==> run_1/density.png <==
(4 px per micron) The die is cut into 9 by 9 equal tiles; white is low, dark blue is high, 0 to 100% covered.
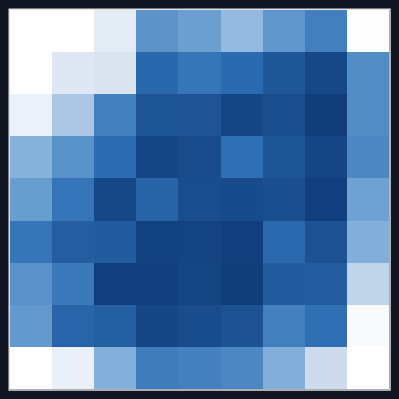
==> run_1/met3.png <==
(4 px per micron)
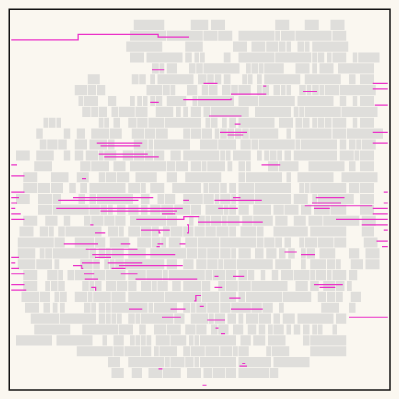
==> run_1/final_clocks.png <==
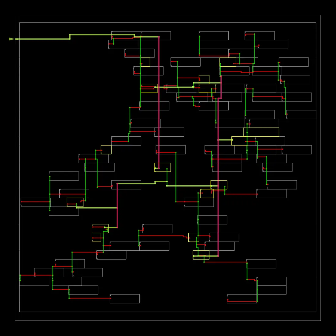
==> run_1/clock_map.png <==
(4 px per micron)
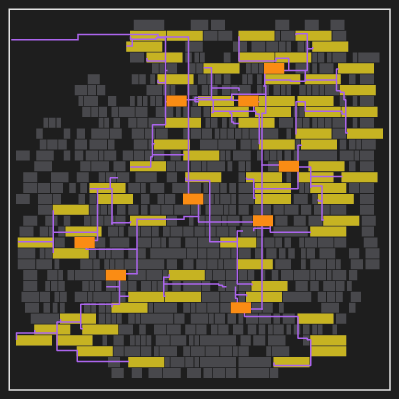
<file path="src/rtl/fp16_div.sv">
// Iterative fp16 divider (restoring, 1 quotient bit/cycle), FTZ on inputs and outputs.
// Define FP16_DIV_RNE_EN for round-to-nearest-even; otherwise results are truncated.
module fp16_div #(
  parameter int          EXP_BIAS  = 15,
  parameter logic [15:0] NAN_VALUE = 16'h7E00
) (
  input  logic        clk,
  input  logic        reset_n,
  input  logic        in_valid,
  output logic        in_ready,
  input  logic [15:0] a,
  input  logic [15:0] b,
  output logic        out_valid,
  input  logic        out_ready,
  output logic [15:0] result
);

`ifdef FP16_DIV_RNE_EN
  localparam bit RNE = 1'b1;
`else
  localparam bit RNE = 1'b0;
`endif

  typedef enum logic [1:0] {S_IDLE, S_DIV, S_NORM, S_DONE} state_t;

  state_t             state;
  logic [3:0]         cnt;
  logic               sign;
  logic signed [6:0]  exp_q;
  logic [10:0]        divisor;
  logic [11:0]        rem;
  logic [12:0]        quo;

  // operand classification
  logic a_zero, a_inf, a_nan, b_zero, b_inf, b_nan;
  logic spec_nan, spec_inf, spec_zero, in_sign;
  logic signed [6:0] e_init;

  always_comb begin
    a_zero    = (a[14:10] == 5'd0);
    b_zero    = (b[14:10] == 5'd0);
    a_inf     = (&a[14:10]) & ~(|a[9:0]);
    b_inf     = (&b[14:10]) & ~(|b[9:0]);
    a_nan     = (&a[14:10]) &  (|a[9:0]);
    b_nan     = (&b[14:10]) &  (|b[9:0]);
    spec_nan  = a_nan | b_nan | (a_zero & b_zero) | (a_inf & b_inf);
    spec_inf  = b_zero | a_inf;
    spec_zero = a_zero | b_inf;
    in_sign   = a[15] ^ b[15];
    e_init    = $signed({2'b00, a[14:10]}) - $signed({2'b00, b[14:10]}) + $signed(EXP_BIAS[6:0]);
  end

  // one restoring step
  logic        rem_ge;
  logic [11:0] rem_sub;

  always_comb begin
    rem_ge  = (rem >= {1'b0, divisor});
    rem_sub = rem_ge ? (rem - {1'b0, divisor}) : rem;
  end

  // normalize / round / range-check
  logic [9:0]        mant, mant_f;
  logic              guard, sticky, inc;
  logic [10:0]       mant_r;
  logic signed [6:0] e_n, e_f;
  logic [15:0]       norm_res;

  always_comb begin
    if (quo[12]) begin
      mant   = quo[11:2];
      guard  = quo[1];
      sticky = quo[0] | (|rem);
      e_n    = exp_q;
    end else begin
      mant   = quo[10:1];
      guard  = quo[0];
      sticky = |rem;
      e_n    = exp_q - 7'sd1;
    end
    inc    = RNE & guard & (sticky | mant[0]);
    mant_r = {1'b0, mant} + {10'd0, inc};
    if (mant_r[10]) begin
      mant_f = 10'd0;
      e_f    = e_n + 7'sd1;
    end else begin
      mant_f = mant_r[9:0];
      e_f    = e_n;
    end
    if (e_f >= 7'sd31)     norm_res = {sign, 5'h1F, 10'h000};
    else if (e_f <= 7'sd0) norm_res = {sign, 15'h0000};
    else                   norm_res = {sign, e_f[4:0], mant_f};
  end

  always_ff @(posedge clk or negedge reset_n) begin
    if (!reset_n) begin
      state     <= S_IDLE;
      in_ready  <= 1'b1;
      out_valid <= 1'b0;
      result    <= 16'h0000;
      cnt       <= 4'd0;
      sign      <= 1'b0;
      exp_q     <= 7'sd0;
      divisor   <= 11'd0;
      rem       <= 12'd0;
      quo       <= 13'd0;
    end else begin
      case (state)
        S_IDLE: if (in_valid) begin
          in_ready <= 1'b0;
          sign     <= in_sign;
          if (spec_nan || spec_inf || spec_zero) begin
            if (spec_nan)      result <= NAN_VALUE;
            else if (spec_inf) result <= {in_sign, 5'h1F, 10'h000};
            else               result <= {in_sign, 15'h0000};
            out_valid <= 1'b1;
            state     <= S_DONE;
          end else begin
            divisor <= {1'b1, b[9:0]};
            rem     <= {2'b01, a[9:0]};
            quo     <= 13'd0;
            cnt     <= 4'd0;
            exp_q   <= e_init;
            state   <= S_DIV;
          end
        end
        S_DIV: begin
          quo <= {quo[11:0], rem_ge};
          rem <= {rem_sub[10:0], 1'b0};
          cnt <= cnt + 4'd1;
          if (cnt == 4'd12) state <= S_NORM;
        end
        S_NORM: begin
          result    <= norm_res;
          out_valid <= 1'b1;
          state     <= S_DONE;
        end
        S_DONE: if (out_ready) begin
          out_valid <= 1'b0;
          in_ready  <= 1'b1;
          state     <= S_IDLE;
        end
        default: state <= S_IDLE;
      endcase
    end
  end

endmodule

</file>
<file path="config.mk">
export PLATFORM = sky130hd
export DESIGN_NAME = fp16_div
export DESIGN_NICKNAME = d
export VERILOG_FILES = /design/src/rtl/fp16_div.sv
export SDC_FILE = /design/constraint.sdc
export NUM_CORES = 1
export LEC_CHECK = 0
export CORE_UTILIZATION = 50
export DETAILED_ROUTE_END_ITERATION = 16
export PLACE_DENSITY = 0.85
export SYNTH_ARGS = -nofsm -noshare
export SYNTH_HDL_FRONTEND = slang
export SYNTH_SLANG_ARGS = --single-unit
</file>
<file path="constraint.sdc">
create_clock -name clk -period 2.6 [get_ports clk]
set_clock_uncertainty 0.15 [all_clocks]
set_input_delay 0.78 -clock clk [delete_from_list [all_inputs] [get_ports clk]]
set_output_delay 0.78 -clock clk [all_outputs]
set_load 0.005 [all_outputs]
</file>
==> summary.rpt, run 1 <==
IMPLEMENTATION SUMMARY REPORT
----------------------------------------------------
[Outcome]
  Result of the run ........................ finished with violations
  Violated checks ........................ negative setup slack

[Final timing]
  Number of setup violations in the final report ........................ 3
  Fmax ........................ 382 MHz
  Worst-case headroom to the max-slew limit ........................ 57.9%
  Slew at the pin closest to its max-slew limit ........................ 625 ps
  Least setup slack across all paths after layout ........................ -18.5 ps
  Final Max Tran Viols ........................ 0
  TNS Setup ........................ -44.0 ps

[Min path]
  Path type of the worst min-delay path ........................ in2async

[Route]
  Number of DRC violations after detailed routing ........................ 0
  Iteration-0 DRC count of the detailed router ........................ 255
  Sum of routed wire length over all layers ........................ 12.2 mm
  WL per Instance ........................ 17.1 microns

[Global route]
  Peak-usage layer in the global routing report ........................ met2
  Total global-route track usage ........................ 27.4%
  Number of global-route vias before repair ........................ 4114
  Global routing usage on met2 ........................ 49.0%

[Pwr]
  Power in combinational cells ........................ 4.25 mW
  Cell internal power dissipation ........................ 3.81 mW
  Proportion of power drawn by the clock network ........................ 13.4%
  Power per cell area ........................ 1170 nW/um^2
  Sum of internal, switching and leakage power ........................ 6.87 mW
  Largest power group ........................ combinational cells
  Maximum vdd drop ........................ 0.679 mV

[Synth]
  Aoi/oai-family share of the synthesized area ........................ 18.6%
  Part of the Yosys area used for sequential elements ........................ 39.5%
  Proportion of netlist area held by the largest area contributor ........................ 38.9%
  Number of nets in the synthesized netlist ........................ 553
  Warnings from Yosys ........................ 0
  Count of cell types in the netlist ........................ 63
  Multiplexer area fraction after synthesis ........................ 3.51%
  # Cells Yosys ........................ 490
  Area figure in the yosys stat output ........................ 4310 sq um

[Layout]
  Flop share of the area ........................ 29.0%
  Most flop-heavy register ........................ result
  Multi-input combinational cell area ........................ 2610 sq um
  Storage element area ........................ 1700 sq um
  Inverter count of the layout excluding clock inverters ........................ 32
  Largest registers ........................ result: 16 flops, quo: 13 flops, rem: 12 flops
  Filler cell count ........................ 609
  Total of plain and repair buffers excluding clock buffers ........................ 122
  Number of nets in the finished design ........................ 668
  Clock tree buffer count of the final layout ........................ 9

[Worst setup path]
  Critical path's largest stage delay ........................ 430 ps
  Count of buffer and inverter cells on the critical path ........................ 1
  End point of the critical path ........................ rem[3]
  Kind of start point of the critical path ........................ register

[Job]
  Tally of OpenROAD warnings ........................ 33

[Floorplanning]
  TAP cells ........................ 105
  Count of pins on the block boundary ........................ 54

[Place]
  Post-place instance area ........................ 5380 sq um
  Worst slack, placed ........................ -524 ps
  Final RePlAce weighted congestion ........................ 0.944
  Number of buffers added on ports ........................ 53
  # placed instances ........................ 689

[Clock tree]
  Clock tree root buffer cell ........................ clkbuf_8
  CTS tree ........................ done
  CTS Hold Bufs ........................ 0
  Maximum clock insertion buffer count ........................ 2

----------------------------------------------------
-- density.png (at the start) --
fullest tile: 95%
emptiest ninth of the die: upper left
mean over tiles: 64%
nearly empty tiles: 7.4%
tiles over 75% full: 47%
Final Util: 71.1%
FP Core Util: 52.2%
CORE AREA: 8260 sq um

-- met3.png (at the start) --
nets with wire on the layer: 81
share of all routed wire: 4.8%
wire length on this layer: 589 microns
main direction: horizontal

-- final_clocks.png (at the start) --
Skew-Pair Late Insertion Delay: 360 ps
Seq cells: 68
power in the clock group: 918 uW
clock buffers created by TritonCTS: 9

-- clock_map.png (at the start) --
[clock wires] purple | length: 853 microns
[flip-flops] yellow | count: 68
[cells driving clock nets] orange | count: 9
routed clock nets: 10
flops lie: widely spread

==> inputs of run 2 (changes only) <==
--- a/config.mk
+++ b/config.mk
@@ -6,6 +6,7 @@
 export NUM_CORES = 1
 export LEC_CHECK = 0
 export CORE_UTILIZATION = 50
+export CTS_BUF_LIST = sky130_fd_sc_hd__clkbuf_4 sky130_fd_sc_hd__clkbuf_8 sky130_fd_sc_hd__clkbuf_16
 export DETAILED_ROUTE_END_ITERATION = 16
 export PLACE_DENSITY = 0.85
 export SYNTH_ARGS = -nofsm -noshare
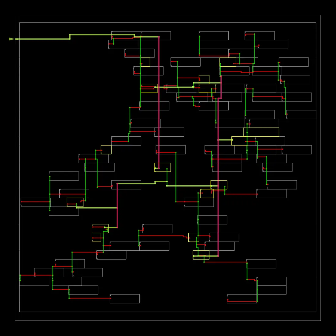
(run_2/final_clocks.png)
TritonCTS sink count: 68
clock tree buffer count of the final layout: 9

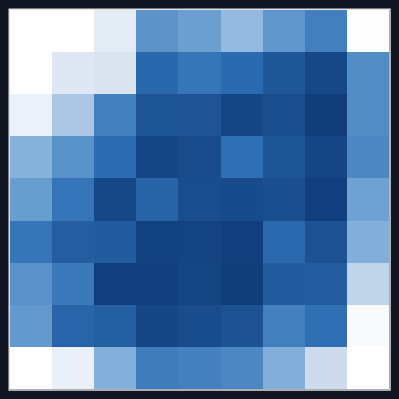
(run_2/density.png)
(4 px per micron) The die is cut into 9 by 9 equal tiles; white is low, dark blue is high, 0 to 100% covered.
mean over tiles: 64%
nearly empty tiles: 7.4%
tiles over 75% full: 47%
emptiest ninth of the die: upper left

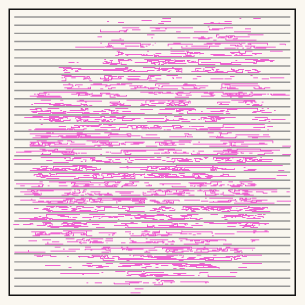
(run_2/met1.png)
(3 px per micron) Supply wires on this layer in gray.
wire length on this layer: 4900 microns
main direction: horizontal
longest straight run: 35.4 microns
nets with wire on the layer: 609
share of all routed wire: 40%

==> run 2 against run 1 <==
Effect of this change:
- clock-buffer cell count is the same
- routed wire length stayed put
- largest power group unchanged
- utilization unchanged
- area after synthesis unchanged
- sequential power barely moved
- synthesized cell count stayed put
- sequential share of layout area did not move
- clock power about the same
- global-route usage unchanged
- the flow still finishes with violations (negative setup slack)
- cell area unchanged
- power is the same
- first-iteration DRC count did not move
==> summary.rpt, run 2 <==
IMPLEMENTATION SUMMARY REPORT
----------------------------------------------------
[Worst setup path]
  End of the worst register-to-register path ........................ rem[3]
  Count of buffer and inverter cells on the critical path ........................ 1 (unchanged)
  Kind of start point of the critical path ........................ register
  Critical path's largest stage delay ........................ 430 ps (about the same)

[Route]
  Sum of routed wire length over all layers ........................ 12.2 mm (unchanged)
  WL per Instance ........................ 17.1 microns (unchanged)
  Iteration-0 DRC count of the detailed router ........................ 255 (unchanged)

[Layout]
  Flop share of the area ........................ 29.0% (unchanged)
  Most flop-heavy register ........................ result
  Inverter count of the layout excluding clock inverters ........................ 32 (unchanged)
  Multi-input combinational cell area ........................ 2610 sq um (unchanged)
  Storage element area ........................ 1700 sq um (unchanged)
  Largest registers ........................ result: 16 flops, quo: 13 flops, rem: 12 flops
  Number of nets in the finished design ........................ 668 (unchanged)
  Filler cell count ........................ 609 (unchanged)
  Seq cells ........................ 68 (unchanged)

[Global route]
  Global routing usage on met2 ........................ 49.0% (unchanged)
  Number of global-route vias before repair ........................ 4114 (unchanged)
  Peak-usage layer in the global routing report ........................ met2
  Total global-route track usage ........................ 27.4% (unchanged)

[Synth]
  Warnings from Yosys ........................ 0 (unchanged)
  Proportion of netlist area held by the largest area contributor ........................ 38.9% (unchanged)
  Count of cell types in the netlist ........................ 63 (unchanged)
  Aoi/oai-family share of the synthesized area ........................ 18.6% (unchanged)
  Number of nets in the synthesized netlist ........................ 553 (unchanged)
  Area figure in the yosys stat output ........................ 4310 sq um (unchanged)
  # Cells Yosys ........................ 490 (unchanged)
  Part of the Yosys area used for sequential elements ........................ 39.5% (unchanged)
  Multiplexer area fraction after synthesis ........................ 3.51% (unchanged)

[Final timing]
  Number of setup violations in the final report ........................ 3 (unchanged)
  Least setup slack across all paths after layout ........................ -18.5 ps (unchanged)
  Final Max Tran Viols ........................ 0 (unchanged)
  TNS Setup ........................ -44.0 ps (unchanged)
  Slew at the pin closest to its max-slew limit ........................ 625 ps (unchanged)
  Fmax ........................ 382 MHz (unchanged)
  Worst-case headroom to the max-slew limit ........................ 57.9% (unchanged)

[Pwr]
  Power in combinational cells ........................ 4.25 mW (about the same)
  Cell internal power dissipation ........................ 3.81 mW (unchanged)
  Largest power group ........................ combinational cells
  Power per cell area ........................ 1170 nW/um^2 (unchanged)
  Sum of internal, switching and leakage power ........................ 6.87 mW (unchanged)
  Maximum vdd drop ........................ 0.679 mV (unchanged)
  Proportion of power drawn by the clock network ........................ 13.4% (about the same)
  Power in the clock group ........................ 918 uW (about the same)

[Place]
  # placed instances ........................ 689 (unchanged)
  Number of buffers added on ports ........................ 53 (unchanged)
  Post-place instance area ........................ 5380 sq um (unchanged)
  Worst slack, placed ........................ -524 ps (unchanged)
  Final RePlAce weighted congestion ........................ 0.944 (unchanged)

[Clock tree]
  Skew-Pair Late Insertion Delay ........................ 360 ps (about the same)
  Clock tree root buffer cell ........................ clkbuf_8
  CTS tree ........................ done
  CTS Hold Bufs ........................ 0 (unchanged)
  Clock buffers created by TritonCTS ........................ 9 (unchanged)
  Maximum clock insertion buffer count ........................ 2 (unchanged)

[Outcome]
  Violated checks ........................ negative setup slack
  Result of the run ........................ finished with violations

[Floorplanning]
  FP Core Util ........................ 52.2% (unchanged)
  TAP cells ........................ 105 (unchanged)
  CORE AREA ........................ 8260 sq um (unchanged)
  Count of pins on the block boundary ........................ 54 (unchanged)

[Job]
  Tally of OpenROAD warnings ........................ 33 (unchanged)

[Min path]
  Path type of the worst min-delay path ........................ in2async

----------------------------------------------------
==> inputs of run 3 (changes only) <==
--- a/config.mk
+++ b/config.mk
@@ -8,6 +8,8 @@
 export CORE_UTILIZATION = 50
 export CTS_BUF_LIST = sky130_fd_sc_hd__clkbuf_4 sky130_fd_sc_hd__clkbuf_8 sky130_fd_sc_hd__clkbuf_16
 export DETAILED_ROUTE_END_ITERATION = 16
+export HOLD_SLACK_MARGIN = 0.03
+export MAX_ROUTING_LAYER = met4
 export PLACE_DENSITY = 0.85
 export SYNTH_ARGS = -nofsm -noshare
 export SYNTH_HDL_FRONTEND = slang
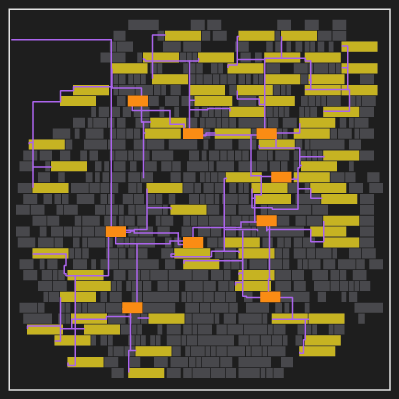
(run_3/clock_map.png)
(4 px per micron)
[flip-flops] yellow | count: 68
[clock wires] purple | length: 902 microns
[cells driving clock nets] orange | count: 9
routed clock nets: 10
flops lie: widely spread

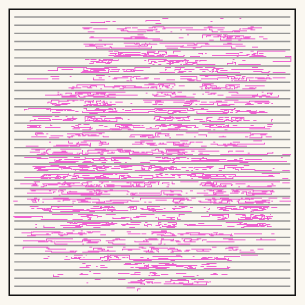
(run_3/met1.png)
(3 px per micron) Supply wires on this layer in gray.
nets with wire on the layer: 610
longest straight run: 37.7 microns
wire length on this layer: 4620 microns
share of all routed wire: 39%
main direction: horizontal

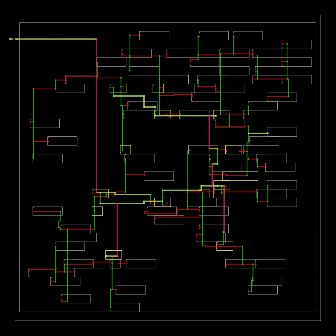
(run_3/final_clocks.png)
Skew-Pair Late Insertion Delay: 350 ps

==> run 3 against run 2 <==
Effect of this change:
- critical path depth unchanged
- first-iteration DRC count down 6.7%
- area after synthesis did not move
- synthesized cell count did not move
- worst setup slack worse by 35 ps
- routed wire length shrank 1.9%
- fmax shrank 1.3%
- highest routed layer unchanged
- the flow still finishes with violations (negative setup slack)
- register-to-register slack worse by 30 ps
- die area unchanged
- sequential power about the same
- clock-buffer cell count stayed put
- flip-flop count unchanged
==> summary.rpt, run 3 <==
IMPLEMENTATION SUMMARY REPORT
----------------------------------------------------
[Place]
  Post-place instance area ........................ 5360 sq um (-0.46%)
  Number of buffers added on ports ........................ 53 (unchanged)
  # placed instances ........................ 684 (-0.73%)
  Worst slack, placed ........................ -561 ps (-36.9 ps)
  Final RePlAce weighted congestion ........................ 0.973 (+3.1%)

[Pwr]
  Maximum vdd drop ........................ 0.592 mV (-13%)
  Seq pwr ........................ 1.70 mW
  Power per cell area ........................ 1160 nW/um^2 (-0.56%)
  Net switching power figure ........................ 3.03 mW
  Power in combinational cells ........................ 4.23 mW (about the same)
  Cell internal power dissipation ........................ 3.81 mW (about the same)
  Power in the clock group ........................ 918 uW (about the same)
  Largest power group ........................ combinational cells
  Sum of internal, switching and leakage power ........................ 6.84 mW (-0.43%)

[Synth]
  Count of cell types in the netlist ........................ 63 (unchanged)
  Number of nets in the synthesized netlist ........................ 553 (unchanged)
  Aoi/oai-family share of the synthesized area ........................ 18.6% (unchanged)
  Proportion of netlist area held by the largest area contributor ........................ 38.9% (unchanged)
  # Cells Yosys ........................ 490 (unchanged)
  Area figure in the yosys stat output ........................ 4310 sq um (unchanged)
  Part of the Yosys area used for sequential elements ........................ 39.5% (unchanged)
  Warnings from Yosys ........................ 0 (unchanged)
  Combined area of all synthesized cells ........................ 4310 sq um
  Primary FF master, synth ........................ dfrtp_1

[Clock tree]
  Clock tree root buffer cell ........................ clkbuf_8
  Clock buffers created by TritonCTS ........................ 9 (unchanged)
  TritonCTS sink count ........................ 68 (unchanged)
  CTS tree ........................ done
  CTS Hold Bufs ........................ 0 (unchanged)
  Maximum clock insertion buffer count ........................ 2 (unchanged)

[Layout]
  Storage element area ........................ 1700 sq um (unchanged)
  Number of nets in the finished design ........................ 661 (-1.0%)
  Flop share of the area ........................ 29.0% (-0.037 points)
  Area overhead of the layout relative to synthesis ........................ 36.5%
  Filler cell count ........................ 578 (-5.1%)
  Inverter count of the layout excluding clock inverters ........................ 32 (unchanged)
  Seq cells ........................ 68 (unchanged)
  Multi-input combinational cell area ........................ 2660 sq um (+1.7%)
  Non-filler instance count after layout ........................ 708
  Largest registers ........................ result: 16 flops, quo: 13 flops, rem: 12 flops
  Final Util ........................ 71.2%
  Clock tree buffer count of the final layout ........................ 9 (unchanged)

[Global route]
  Peak-usage layer in the global routing report ........................ met2
  Wire length of the first global-routing pass ........................ 18.4 mm
  Number of global-route vias before repair ........................ 4079 (-0.85%)
  Global routing usage on met2 ........................ 47.8% (-1.3 points)
  Total global-route track usage ........................ 27.4% (+0.043 points)
  Largest net degree at the start of global routing ........................ 69

[Min path]
  Path type of the worst min-delay path ........................ in2async

[Route]
  Sum of routed wire length over all layers ........................ 12.0 mm (-1.9%)
  Wire length on met1 ........................ 4.62 mm
  WL per Instance ........................ 16.9 microns (-0.90%)

[Job]
  Max Cap Violations ........................ 0
  Tally of OpenROAD warnings ........................ 33 (unchanged)

[Final timing]
  Slew at the pin closest to its max-slew limit ........................ 647 ps (+21.8 ps)
  Least setup slack across all paths after layout ........................ -53.5 ps (-35.0 ps)
  Clock period minus final worst setup slack ........................ 2650 ps
  Worst-case headroom to the max-slew limit ........................ 56.4% (-1.5 points)
  Fmax ........................ 377 MHz (-1.3%)
  Number of setup violations in the final report ........................ 8 (+5)
  TNS Setup ........................ -291 ps (-247 ps)
  Final Max Tran Viols ........................ 0 (unchanged)

[Worst setup path]
  Category of cells accounting for the largest share of critical-path delay ........................ AND-OR/OR-AND gates
  Stages on worst setup path ........................ 9
  Critical path's largest stage delay ........................ 420 ps (about the same)
  End of the worst register-to-register path ........................ rem[8]
  Count of buffer and inverter cells on the critical path ........................ 1 (unchanged)
  Kind of start point of the critical path ........................ register

[Outcome]
  Violated checks ........................ negative setup slack
  Result of the run ........................ finished with violations

[Floorplanning]
  FP Core Util ........................ 52.2% (unchanged)
  TAP cells ........................ 105 (unchanged)
  Count of pins on the block boundary ........................ 54 (unchanged)

----------------------------------------------------
Power figures rest on the tool's default switching activity, not on a simulated workload.
